**src/rtl/mem_port_arbiter.sv**
```systemverilog
// Shares one mem_system port between instruction fetch and the data stage.
// Data has priority, but fetch is guaranteed a grant after STARVE_LIMIT data grants.
module mem_port_arbiter #(
  parameter int unsigned STARVE_LIMIT = 4
) (
  input  logic        clk,
  input  logic        rst,
  input  logic        if_rd,
  input  logic [15:0] if_addr,
  output logic [15:0] if_rdata,
  output logic        if_done,
  output logic        if_stall,
  input  logic        dm_rd,
  input  logic        dm_wr,
  input  logic [15:0] dm_addr,
  input  logic [15:0] dm_wdata,
  output logic [15:0] dm_rdata,
  output logic        dm_done,
  output logic        dm_stall,
  output logic        mem_rd,
  output logic        mem_wr,
  output logic [15:0] mem_addr,
  output logic [15:0] mem_wdata,
  input  logic [15:0] mem_rdata,
  input  logic        mem_done,
  output logic        err
);

  typedef enum logic [1:0] {
    IDLE     = 2'd0,
    SERVE_IF = 2'd1,
    SERVE_DM = 2'd2
  } state_t;

  localparam logic [2:0] LIMIT = 3'(STARVE_LIMIT);

  state_t      state_q, state_d;
  logic [2:0]  starve_q, starve_d;
  logic [15:0] addr_q, addr_d;
  logic [15:0] wdata_q, wdata_d;
  logic        op_wr_q, op_wr_d;
  logic [15:0] if_rdata_q, if_rdata_d;
  logic [15:0] dm_rdata_q, dm_rdata_d;

  logic dm_req;
  logic grant_en;
  logic gnt_dm;
  logic gnt_if;

  function automatic logic [2:0] sat_inc3(input logic [2:0] v);
    return (v == 3'd7) ? v : v + 3'd1;
  endfunction

  assign dm_req   = dm_rd | dm_wr;
  // A new owner is chosen when idle or as the current transaction completes.
  assign grant_en = (state_q == IDLE) | mem_done;

  always_comb begin
    state_d    = state_q;
    starve_d   = starve_q;
    addr_d     = addr_q;
    wdata_d    = wdata_q;
    op_wr_d    = op_wr_q;
    if_rdata_d = if_rdata_q;
    dm_rdata_d = dm_rdata_q;
    gnt_dm     = 1'b0;
    gnt_if     = 1'b0;

    if (if_done) begin
      if_rdata_d = mem_rdata;
    end
    if (dm_done && !op_wr_q) begin
      dm_rdata_d = mem_rdata;
    end

    if (grant_en) begin
      if (dm_req && (starve_q < LIMIT)) begin
        gnt_dm = 1'b1;
      end else if (if_rd) begin
        gnt_if = 1'b1;
      end else if (dm_req) begin
        gnt_dm = 1'b1;
      end

      if (gnt_dm) begin
        state_d = SERVE_DM;
        addr_d  = dm_addr;
        wdata_d = dm_wdata;
        op_wr_d = dm_wr;
      end else if (gnt_if) begin
        state_d = SERVE_IF;
        addr_d  = if_addr;
      end else begin
        state_d = IDLE;
      end

      if (gnt_if || !if_rd) begin
        starve_d = 3'd0;
      end else if (gnt_dm) begin
        starve_d = sat_inc3(starve_q);
      end
    end
  end

  always_ff @(posedge clk or posedge rst) begin
    if (rst) begin
      state_q    <= IDLE;
      starve_q   <= 3'd0;
      addr_q     <= 16'h0000;
      wdata_q    <= 16'h0000;
      op_wr_q    <= 1'b0;
      if_rdata_q <= 16'h0000;
      dm_rdata_q <= 16'h0000;
    end else begin
      state_q    <= state_d;
      starve_q   <= starve_d;
      addr_q     <= addr_d;
      wdata_q    <= wdata_d;
      op_wr_q    <= op_wr_d;
      if_rdata_q <= if_rdata_d;
      dm_rdata_q <= dm_rdata_d;
    end
  end

  assign if_done   = (state_q == SERVE_IF) & mem_done;
  assign dm_done   = (state_q == SERVE_DM) & mem_done;
  assign if_stall  = if_rd & ~if_done;
  assign dm_stall  = dm_req & ~dm_done;
  assign mem_rd    = (state_q == SERVE_IF) | ((state_q == SERVE_DM) & ~op_wr_q);
  assign mem_wr    = (state_q == SERVE_DM) & op_wr_q;
  assign mem_addr  = addr_q;
  assign mem_wdata = wdata_q;
  assign if_rdata  = if_rdata_q;
  assign dm_rdata  = dm_rdata_q;
  assign err       = dm_rd & dm_wr;

endmodule

```
**config.mk**
```make
export PLATFORM = sky130hd
export DESIGN_NAME = mem_port_arbiter
export DESIGN_NICKNAME = d
export VERILOG_FILES = /design/src/rtl/mem_port_arbiter.sv
export SDC_FILE = /design/constraint.sdc
export NUM_CORES = 1
export LEC_CHECK = 0
export CELL_PAD_IN_SITES_DETAIL_PLACEMENT = 1
export CELL_PAD_IN_SITES_GLOBAL_PLACEMENT = 1
export CORE_ASPECT_RATIO = 0.9
export CORE_MARGIN = 2
export CORE_UTILIZATION = 25
export DETAILED_ROUTE_END_ITERATION = 7
export GPL_TIMING_DRIVEN = 0
export PLACE_DENSITY_LB_ADDON = 0.1
export SLEW_MARGIN = 10
export SYNTH_ARGS = -nofsm -noshare
export SYNTH_HDL_FRONTEND = slang
export SYNTH_SLANG_ARGS = --single-unit
```
**constraint.sdc**
```tcl
create_clock -name clk -period 5.6 [get_ports clk]
set_input_delay 0.56 -clock clk [delete_from_list [all_inputs] [get_ports clk]]
set_output_delay 0.56 -clock clk [all_outputs]
set_load 0.05 [all_outputs]
```
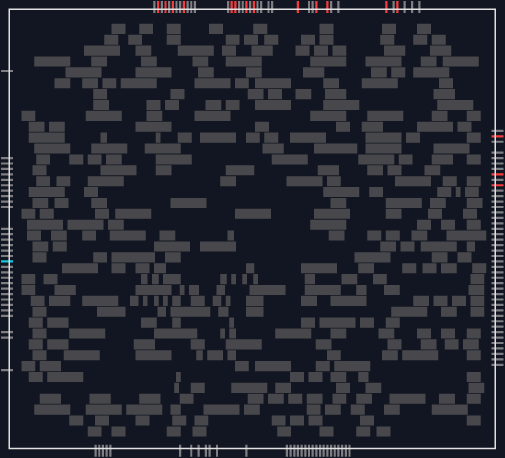
Figure 1: run 1, I/O pins on the die edge.
(4 px per um) Pins as bars across the die edge, other pins in gray.
mem_rdata -> red  # pins 16, direction input, edge 13 north, 3 east
mem_done -> cyan  # pins 1, direction input, edge west
all pins by edge = 43 east, 37 north, 31 west, 30 south
die y size: 109.4 um
die width: 121.2 um
port buffer count: 140

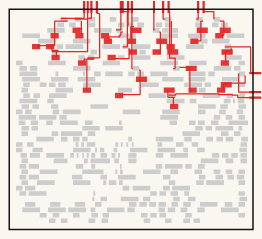
Figure 2: run 1, I/O nets highlighted.
(2 px per um)
mem_rdata -> red  # bits 16, direction input, edge 13 north, 3 east, end cells 32, buffers 16, wire 557 um
number of primary I/O pins: 141

==> out/metrics.cfg, run 1 <==
[placement]
place.gp.congestion=0.6728
postPlaceCellArea_sq_um=4720
dp_cells=498
dpl.hpwl_um=5923

[power]
sequentialPower_mw=0.728
power.switching_fraction_pct=39.01
pwr.group.combinational_mw=1.14
combPwrFrac_pct=45.4
static-leakage-power_nw=2.115
worst_ir_drop_vdd_uv=172.8
post-layout-total-power_mw=2.522
power_frac_seq_pct=28.9
power.internal_mw=1.538

[grt]
grt_antenna_before_repair=0
total_global_routing_overflow=0
number_of_global_route_vias_before_repair=2431
grt_first_pass_wirelength_um=12850

[drt]
avgViaCountPerCell=4.267
final_antenna_violating_net_count=0
detail_route.first_pass.iterations=2
first_iter_violations=35

[floorplan]
design.core.area_sq_um=12080
design.die.area_sq_um=13260
rows=38
core_util_floorplan_pct=25.57
floorplan.tapcells=160

[worst_setup_path]
path_depth=5
worstReg2RegEnd=mem_addr[1]
r2r_slack_ns=3.93
critical_path_endpoint_category=output pin
crit_path_max_fanout=10
critical_path.max_stage_delay_ns=0.80
reg_to_reg_critical_path_startpoint=state_q[1]
timing.critical_path.required_ns=5.04
critical-path-top-delay-family=buffers and inverters
reg2reg_depth=4
start_kind=input pin
critical-path-slowest-cell=sky130_fd_sc_hd__clkdlybuf4s50_1
criticalPathCategory=input pin to output pin
worstSetupStartpoint=mem_done

[sta]
setup_total_negative_slack_ns=0
timing.slew.headroom_pct=64.15
worst_pin_slew_ns=0.5360
final_max_tran_viols=0
finalHoldWorstSlack_ns=0.5037
finClkSkew_ns=0.004989
max_freq_mhz=307.9
setup_violations=0

[layout]
layout.sequential_cells=70
comb_area_share_pct=24.26
seq_area_sq_um=1752
comb.multi_input.count=114
logic_area_sq_um=1227
net_total_in_the_final_layout=421
layout.non_clock_buffers=148
dominant_cells=sequential cells
final.clkbuf_count=10
area.growth.synth_to_final_pct=63.82

[synthesis]
ys_sh_mux_pct=31.85
synth.avg_cell_area_sq_um=15.67
yosys_most_used_dff=sky130_fd_sc_hd__dfrtp_1
synth.top_cells.by_area=sky130_fd_sc_hd__dfrtp_1, sky130_fd_sc_hd__mux2_2, sky130_fd_sc_hd__mux2_4, sky130_fd_sc_hd__buf_12, sky130_fd_sc_hd__buf_6
fa_ha_area_share_pct=0.8104
ys_types=29
ys.warnings.count=0
async_flop_share_pct=100.0
enable_flop_cells=0
synth_flops=70
synth_top_area_share_pct=56.73
synth.logic.top_family=multiplexers
area_figure_in_the_yosys_stat_output_sq_um=3088
synth.cell_area_sq_um=3088
yosys.stat.seqShare_pct=56.73
ys_cells=197
number_of_nets_in_the_synthesized_netlist=269
synth-simple-area-share_pct=4.214

[hold_path]
hp-start=if_rdata[5]
hp-class=flip-flop to flip-flop
holdPathEnd=if_rdata[5]
hold_depth=1

[clocking]
cts.sink_count=70
clk_latency_ns=0.32
tritoncts.num_buffers=9
tritoncts=yes
postCtsSetupBuffers=0
cts-hold-fix-buffers=0

[run_status]
status=finished, final reports clean

[job]
max-cap-violations=0

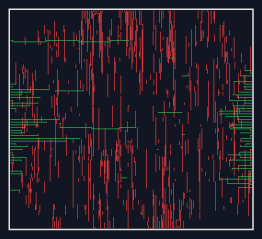
Figure 3: run 1, routed metal, one color a layer.
(2 px per um) Only two layers are drawn.
metal 3 -> green  # wire length 712 um
metal 2 -> red  # wire length 3740 um
routed wirelength normalized by instance count: 15.82 um
via count: 2193
Tot GR Track Use: 12.67%
post-detailed-routing wire length: 8132 um

## run 1: layer usage
metal / share of wire [%] / vias up / GRT usage [%] / wire length (um)
met3: 8.8 / 11 / 5.135 / 712
met5: 0 / - / 0 / 0
met1: 44 / 1094 / 15.77 / 3559
li1: - / 1000 / - / -
met4: 1.5 / 0 / 4.269 / 119
met2: 46 / 88 / 20.06 / 3741
## run 1: cell usage in the layout (no fill, tap or decap), drive strengths merged, types with 2 or more instances in the layout
cell type	n
inv	6
buf	8
o21ai	3
nand2	5
ha	2
clkinvlp	2
nand3b	2
o21ba	2
bufinv	3
nand2b	2
and2	3
nor2	4
clkdlybuf4s50	140
clkbuf	10
dfrtp	70
o22ai	2
mux2	81
## Run 2: what changed since run 1
Clock period 5.6 ns to 3.2 ns, I/O delays scaled along.
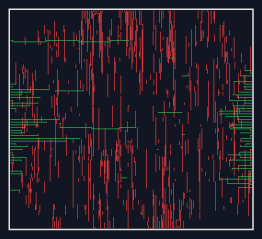
Figure 4: run 2, routed metal, one color a layer.
(2 px per um) Only two layers are drawn.
metal 2 -> red  # wire length 3740 um
metal 3 -> green  # wire length 712 um

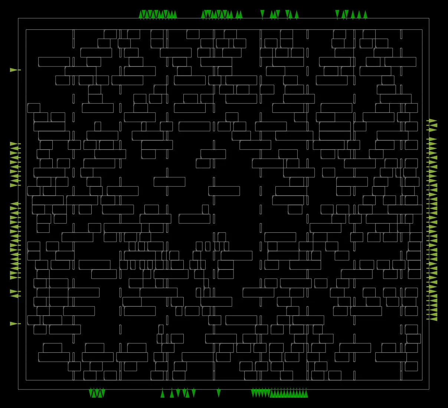
Figure 5: run 2, placement view.
number of standard cells in the final layout excluding fillers: 514
fraction of standard cell area that is sequential: 34.63%
post-route core utilization: 41.89%
number of sequential storage elements: 70

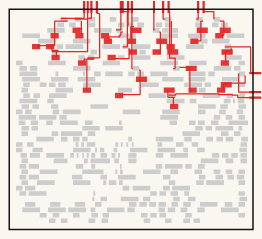
Figure 6: run 2, I/O nets highlighted.
(2 px per um)
mem_rdata -> red  # bits 16, direction input, edge 13 north, 3 east, end cells 32, buffers 16, wire 557 um

==> run 2 against run 1 <==
Effect of this change: critical path depth is the same; via count unchanged; final area stayed put; non-clock buffer count unchanged; clock power up 75%; register-to-register slack lost 2.4 ns; first-iteration DRC count did not move; synthesized area unchanged; sequential cell count unchanged; setup slack worse by 1.9 ns.
==> out/metrics.cfg, run 2 <==
[drt]
vias=2193  ; unchanged
met3RoutedLength_um=712  ; unchanged
route.met2.wl_um=3741  ; unchanged
detail_route.first_pass.iterations=2  ; unchanged
final_antenna_violating_net_count=0  ; unchanged
first_iter_violations=35  ; unchanged
wire_per_inst_um=15.82  ; unchanged
post_route_met1_wirelength_um=3559  ; unchanged
avgViaCountPerCell=4.267  ; unchanged

[floorplan]
core_util_floorplan_pct=25.57  ; unchanged
rows=38  ; unchanged
num_io_pins=141  ; unchanged
design.core.area_sq_um=12080  ; unchanged
design.die.area_sq_um=13260  ; unchanged
die.size.x_um=121.2  ; unchanged
fp.dieH_um=109.4  ; unchanged
floorplan.tapcells=160  ; unchanged

[clocking]
cts-hold-fix-buffers=0  ; unchanged
tritoncts.num_buffers=9  ; unchanged
postCtsSetupBuffers=0  ; unchanged
cts.sink_count=70  ; unchanged
tritoncts=yes
clk_latency_ns=0.32  ; about the same

[power]
power.internal_mw=2.692  ; +75%
static-leakage-power_nw=2.115  ; unchanged
power_frac_seq_pct=28.9  ; about the same
pwr.group.combinational_mw=2.00  ; +75%

[synthesis]
synth.cell_area_sq_um=3088  ; unchanged
ys_sh_mux_pct=31.85  ; unchanged
yosys_most_used_dff=sky130_fd_sc_hd__dfrtp_1
number_of_nets_in_the_synthesized_netlist=269  ; unchanged
async_flop_share_pct=100.0  ; unchanged
area_figure_in_the_yosys_stat_output_sq_um=3088  ; unchanged
fa_ha_area_share_pct=0.8104  ; unchanged
synth.logic.top_family=multiplexers
synth.cellmix.xorXnorShare_pct=0
synth_flops=70  ; unchanged
synth.top_cells.by_area=sky130_fd_sc_hd__dfrtp_1, sky130_fd_sc_hd__mux2_2, sky130_fd_sc_hd__mux2_4, sky130_fd_sc_hd__buf_12, sky130_fd_sc_hd__buf_6
enable_flop_cells=0  ; unchanged
synth-simple-area-share_pct=4.214  ; unchanged
synth_top_area_share_pct=56.73  ; unchanged

[layout]
layout_top_cell=sky130_fd_sc_hd__clkdlybuf4s50_1
area.growth.synth_to_final_pct=63.82  ; unchanged
layout.non_clock_buffers=148  ; unchanged
logic_area_sq_um=1227  ; unchanged
final.clkbuf_count=10  ; unchanged
comb.multi_input.count=114  ; unchanged
dominant_cells=sequential cells
comb_area_share_pct=24.26  ; unchanged
mostFrequentLayoutCells=sky130_fd_sc_hd__clkdlybuf4s50_1, sky130_fd_sc_hd__dfrtp_1, sky130_fd_sc_hd__mux2_2, sky130_fd_sc_hd__mux2_4, sky130_fd_sc_hd__clkbuf_16

[worst_setup_path]
timing.critical_path.required_ns=2.88  ; -2.16 ns
criticalPathCategory=input pin to output pin
critical-path-top-delay-family=buffers and inverters
critical_path.max_stage_delay_ns=0.80  ; about the same
critical-path-slowest-cell=sky130_fd_sc_hd__clkdlybuf4s50_1
start_kind=input pin
crit_path_max_fanout=10  ; unchanged

[run_status]
status=finished, final reports clean

[sta]
setup_violations=0  ; unchanged
worst_pin_slew_ns=0.5360  ; unchanged
finalHoldWorstSlack_ns=0.3184  ; -0.1853 ns
timing.slew.headroom_pct=64.15  ; unchanged
setup_total_negative_slack_ns=0  ; unchanged
finClkSkew_ns=0.004989  ; unchanged

[grt]
met3_usage_pct=5.135  ; unchanged
grt_first_pass_wirelength_um=12850  ; unchanged
grtUsageTotal_pct=12.67  ; unchanged
met1_usage_pct=15.77  ; unchanged
number_of_global_route_vias_before_repair=2431  ; unchanged
total_global_routing_overflow=0  ; unchanged
grt.met2_usage_pct=20.06  ; unchanged
grt_antenna_before_repair=0  ; unchanged

[hold_path]
hp-class=input pin to async pin

[job]
max-cap-violations=0  ; unchanged

[placement]
port_buffers=140  ; unchanged

-- run 2: cell counts after synthesis --
Identical to the previous run, type by type.
-- run 2: final timing paths --
kind / startpoint / to / slack, ns / cells after the start
max in group asynchronous: rst / mem_wdata[9] / 2.34 / 3
setup reg to reg: state_q[1] / mem_addr[1] / 1.53 / 4
hold / removal: rst / mem_addr[8] / 0.32 / 2
hold reg to reg: if_rdata[5] / if_rdata[5] / 0.50 / 1
setup / recovery: mem_done / if_stall / 0.43 / 5
min in group clk: if_rdata[5] / if_rdata[5] / 0.50 / 1
-- run 2: through the flow --
step | instance area (sq um) | instances | power, mW
after floorplan | 3088 | 197 | 2.586
after global placement | 4690 | 497 | 3.292
after detailed placement | 4720 | 498 | 3.313
after CTS | 5059 | 514 | 4.493
after global routing | 5059 | 514 | 4.624
final | 5059 | 514 | 4.414
Figure 7. Metal 2 (run 2).
(4 px per um)
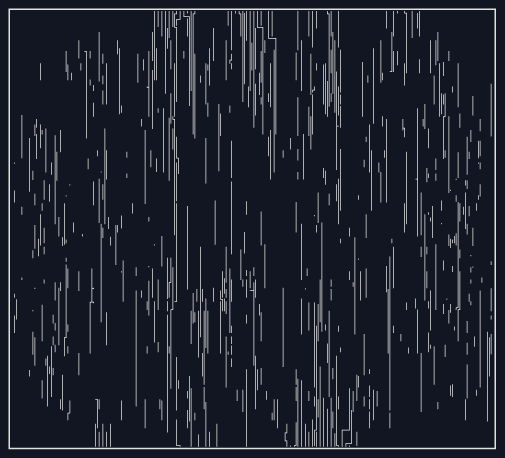

## Run 3: what changed since run 2
Settings changed: CORE_UTILIZATION 25 to 32.
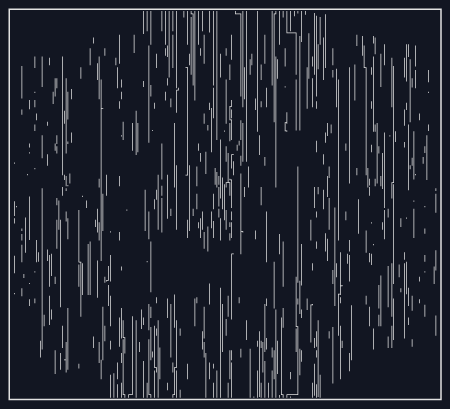
Figure 8: run 3, metal 2.
(4 px per um)
wire length on this layer = 3320 um
main direction = vertical
GR Util met2: 22.88%
via count: 2143
post-detailed-routing wire length: 7152 um

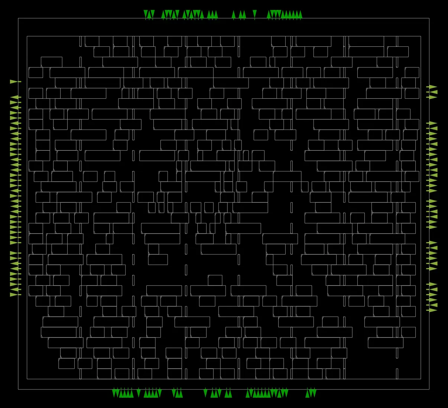
Figure 9: run 3, placement view.
tap cell count: 122
post-route core utilization: 52.41%

==> run 3 against run 2 <==
Effect of this change: via count is 2.3% lower; critical path type unchanged; first-iteration DRC count is 29% lower; critical path depth stayed put; register-to-register slack better by 0.03 ns; clock power is 45% lower; core utilization is 11 points higher; combinational power hardly changed; highest routed layer unchanged; synthesized area stayed put; final cell count is 7.4% lower; sequential cell count stayed put; non-clock buffer count stayed put.
==> out/metrics.cfg, run 3 <==
[layout]
antenna_cells=0
comb_area_share_pct=25.32  ; +1.1 points
seq_area_sq_um=1752
layout.sequential_cells=70  ; unchanged
signal_buffer_area_fraction_pct=31.26
number_of_standard_cells_in_the_final_layout_excluding_fillers=476  ; -7.4%
logic_area_sq_um=1227  ; unchanged
final.clkbuf_count=10  ; unchanged
net_total_in_the_final_layout=421
layout_top_cell=sky130_fd_sc_hd__clkdlybuf4s50_1
drive_above_1_share_pct=32.20
comb.multi_input.count=114  ; unchanged
area.growth.synth_to_final_pct=56.97
layout.non_clock_inverters=6
layout.filler_cells=963
clock_tree_area_fraction_pct=3.614
sh_seq_area_pct=36.14  ; +1.5 points
dominant_cells=sequential cells
mostFrequentLayoutCells=sky130_fd_sc_hd__clkdlybuf4s50_1, sky130_fd_sc_hd__dfrtp_1, sky130_fd_sc_hd__mux2_2, sky130_fd_sc_hd__mux2_4, sky130_fd_sc_hd__clkbuf_8
layout.non_clock_buffers=148  ; unchanged

[drt]
final_antenna_violating_net_count=0  ; unchanged
wire_per_inst_um=15.03  ; -5.0%
first_iter_violations=25  ; -29%
detail_route.first_pass.iterations=4  ; +2
avgViaCountPerCell=4.502  ; +5.5%
drcViolationCount=0

[clocking]
cts.sink_count=70  ; unchanged
cts-hold-fix-buffers=0  ; unchanged
ctsLongestPathBuffers=2
clk_latency_ns=0.33  ; about the same
postCtsSetupBuffers=0  ; unchanged
cell_chosen_for_the_clock_root=sky130_fd_sc_hd__clkbuf_8
tritoncts.num_buffers=9  ; unchanged
cts_resized=0
tritoncts=yes
cts.htree.levels=3
path_clk_slew_ns=0.08

[worst_setup_path]
path_depth=5  ; unchanged
cp.buffers_inverters=3
worstReg2RegEnd=mem_addr[6]
critical-path-top-delay-family=buffers and inverters
critical-path-slowest-cell=sky130_fd_sc_hd__clkdlybuf4s50_1
cp_common_cell=sky130_fd_sc_hd__clkdlybuf4s50_1
start_kind=input pin
criticalPathCategory=input pin to output pin
cp_cell_sequence=clkdlybuf4s50_1 -> nand3b_2 -> buf_2 -> and2_1 -> clkdlybuf4s50_1
reg2reg_depth=4  ; unchanged
reg_to_reg_critical_path_startpoint=state_q[1]
critPathCapture=if_stall
worstSetupStartpoint=mem_done
critical_path.max_stage_delay_ns=0.82  ; +0.02 ns
r2r_slack_ns=1.56  ; +0.03 ns
timing.critical_path.required_ns=2.88  ; about the same
critical_path_endpoint_category=output pin
crit_path_max_fanout=10  ; unchanged
cp_data_arrival_time_ns=2.42

[placement]
detailedPlace.worstSlack_ns=0.4159
dpl.hpwl_um=5406
place.gp.congestion=0.6560
port_buffers=140  ; unchanged
dp_cells=460  ; -7.6%

[synthesis]
synth.cell_area_sq_um=3088  ; unchanged
synth_top_area_share_pct=56.73  ; unchanged
async_flop_share_pct=100.0  ; unchanged
fa_ha_area_share_pct=0.8104  ; unchanged
top_count_cell_post_synth=sky130_fd_sc_hd__dfrtp_1
postSynthCellCount=197
ys_top_cells_by_count=sky130_fd_sc_hd__dfrtp_1, sky130_fd_sc_hd__mux2_2, sky130_fd_sc_hd__mux2_4
synth.avg_cell_area_sq_um=15.67
top_cell_type_by_total_area_after_synthesis=sky130_fd_sc_hd__dfrtp_1
enable_flop_cells=0  ; unchanged
synth_compound_gate_area_share_pct=2.877
synth.cellmix.xorXnorShare_pct=0  ; unchanged
ys_sh_mux_pct=31.85  ; unchanged
synth.top_cells.by_area=sky130_fd_sc_hd__dfrtp_1, sky130_fd_sc_hd__mux2_2, sky130_fd_sc_hd__mux2_4, sky130_fd_sc_hd__buf_12, sky130_fd_sc_hd__buf_6
ys_cells=197
number_of_nets_in_the_synthesized_netlist=269  ; unchanged
yosys.stat.seqShare_pct=56.73
synth-simple-area-share_pct=4.214  ; unchanged
synth.logic.top_family=multiplexers
yosys_most_used_dff=sky130_fd_sc_hd__dfrtp_1
ys.warnings.count=0
synth_flops=70  ; unchanged
area_figure_in_the_yosys_stat_output_sq_um=3088  ; unchanged
ys_types=29

[floorplan]
num_io_pins=141  ; unchanged
rows=33  ; -13%
design.die.area_sq_um=10450  ; -21%
design.core.area_sq_um=9249  ; -23%
core_util_floorplan_pct=33.39  ; +7.8 points

[sta]
setup_violations=0  ; unchanged
setup_total_negative_slack_ns=0  ; unchanged
post-route-worst-setup-slack_ns=0.4598
finClkSkew_ns=0.006478  ; +0.001489 ns
worst_pin_slew_ns=0.5291  ; -0.006937 ns
tmin_final_ns=2.740
grt_setup_unrepaired=false
final-hold-violation-count=0
final_max_tran_viols=0
timing.slew.headroom_pct=64.62  ; +0.46 points
post-route-period-util_pct=85.63
max_freq_mhz=364.9

[power]
post-layout-total-power_mw=3.887  ; -12%
static-leakage-power_nw=2.041  ; -3.5%
power.density_cell_area_nw_per_um2=801.9
worst_ir_drop_vdd_uv=427.5

[run_status]
status=finished, final reports clean

[job]
warning_count=26
max-cap-violations=0  ; unchanged

[grt]
grt_first_pass_wirelength_um=11790  ; -8.3%
grt_antenna_before_repair=0  ; unchanged
total_global_routing_overflow=0  ; unchanged
grt_start_max_net_pins=59
grtUsageTotal_pct=14.26  ; +1.6 points
number_of_global_route_vias_before_repair=2343  ; -3.6%

[hold_path]
hp-class=input pin to async pin

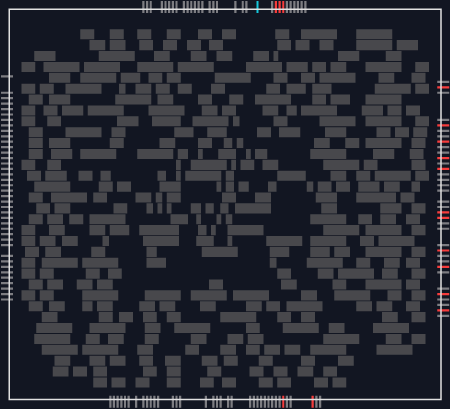
Figure 10: run 3, I/O pins on the die edge.
(4 px per um) Pins as bars across the die edge, other pins in gray.
mem_rdata -> red  # pins 16, direction input, edge 11 east, 3 north, 2 south
mem_done -> cyan  # pins 1, direction input, edge north
all pins by edge = 39 west, 36 south, 35 east, 31 north
die width: 107.5 um
die y size: 97.19 um

## run 3: cell counts after synthesis
No cell type changed its count.
## run 3: per-stage QoR
stage / hold slack, ns / utilization, % / cell area, sq um
detailed placement: 0.4927 / 50.51 / 4672
floorplan: 0.4188 / - / 3088
CTS: 0.2336 / 52.41 / 4847
global placement: 0.4872 / 50.19 / 4642
global route: 0.2396 / 52.41 / 4847
finish: 0.2523 / 52.41 / 4847
## run 3: layer usage
layer	up-vias	part of all wire (%)	GRT usage, %	wire, um
met4	0	1.3	4.438	92
li1	1002	-	-	-
met1	1051	44	17.92	3163
met2	81	46	22.88	3316
met3	9	8.1	5.097	580
met5	-	0	0	0
## run 3: where the power goes
group	switching, mW	leakage [nW]	internal [mW]
clock network	0.326	0.0841	0.298
logic	1.20	1.12	0.792
registers	0.136	0.833	1.14
Power and IR drop assume default switching activity.
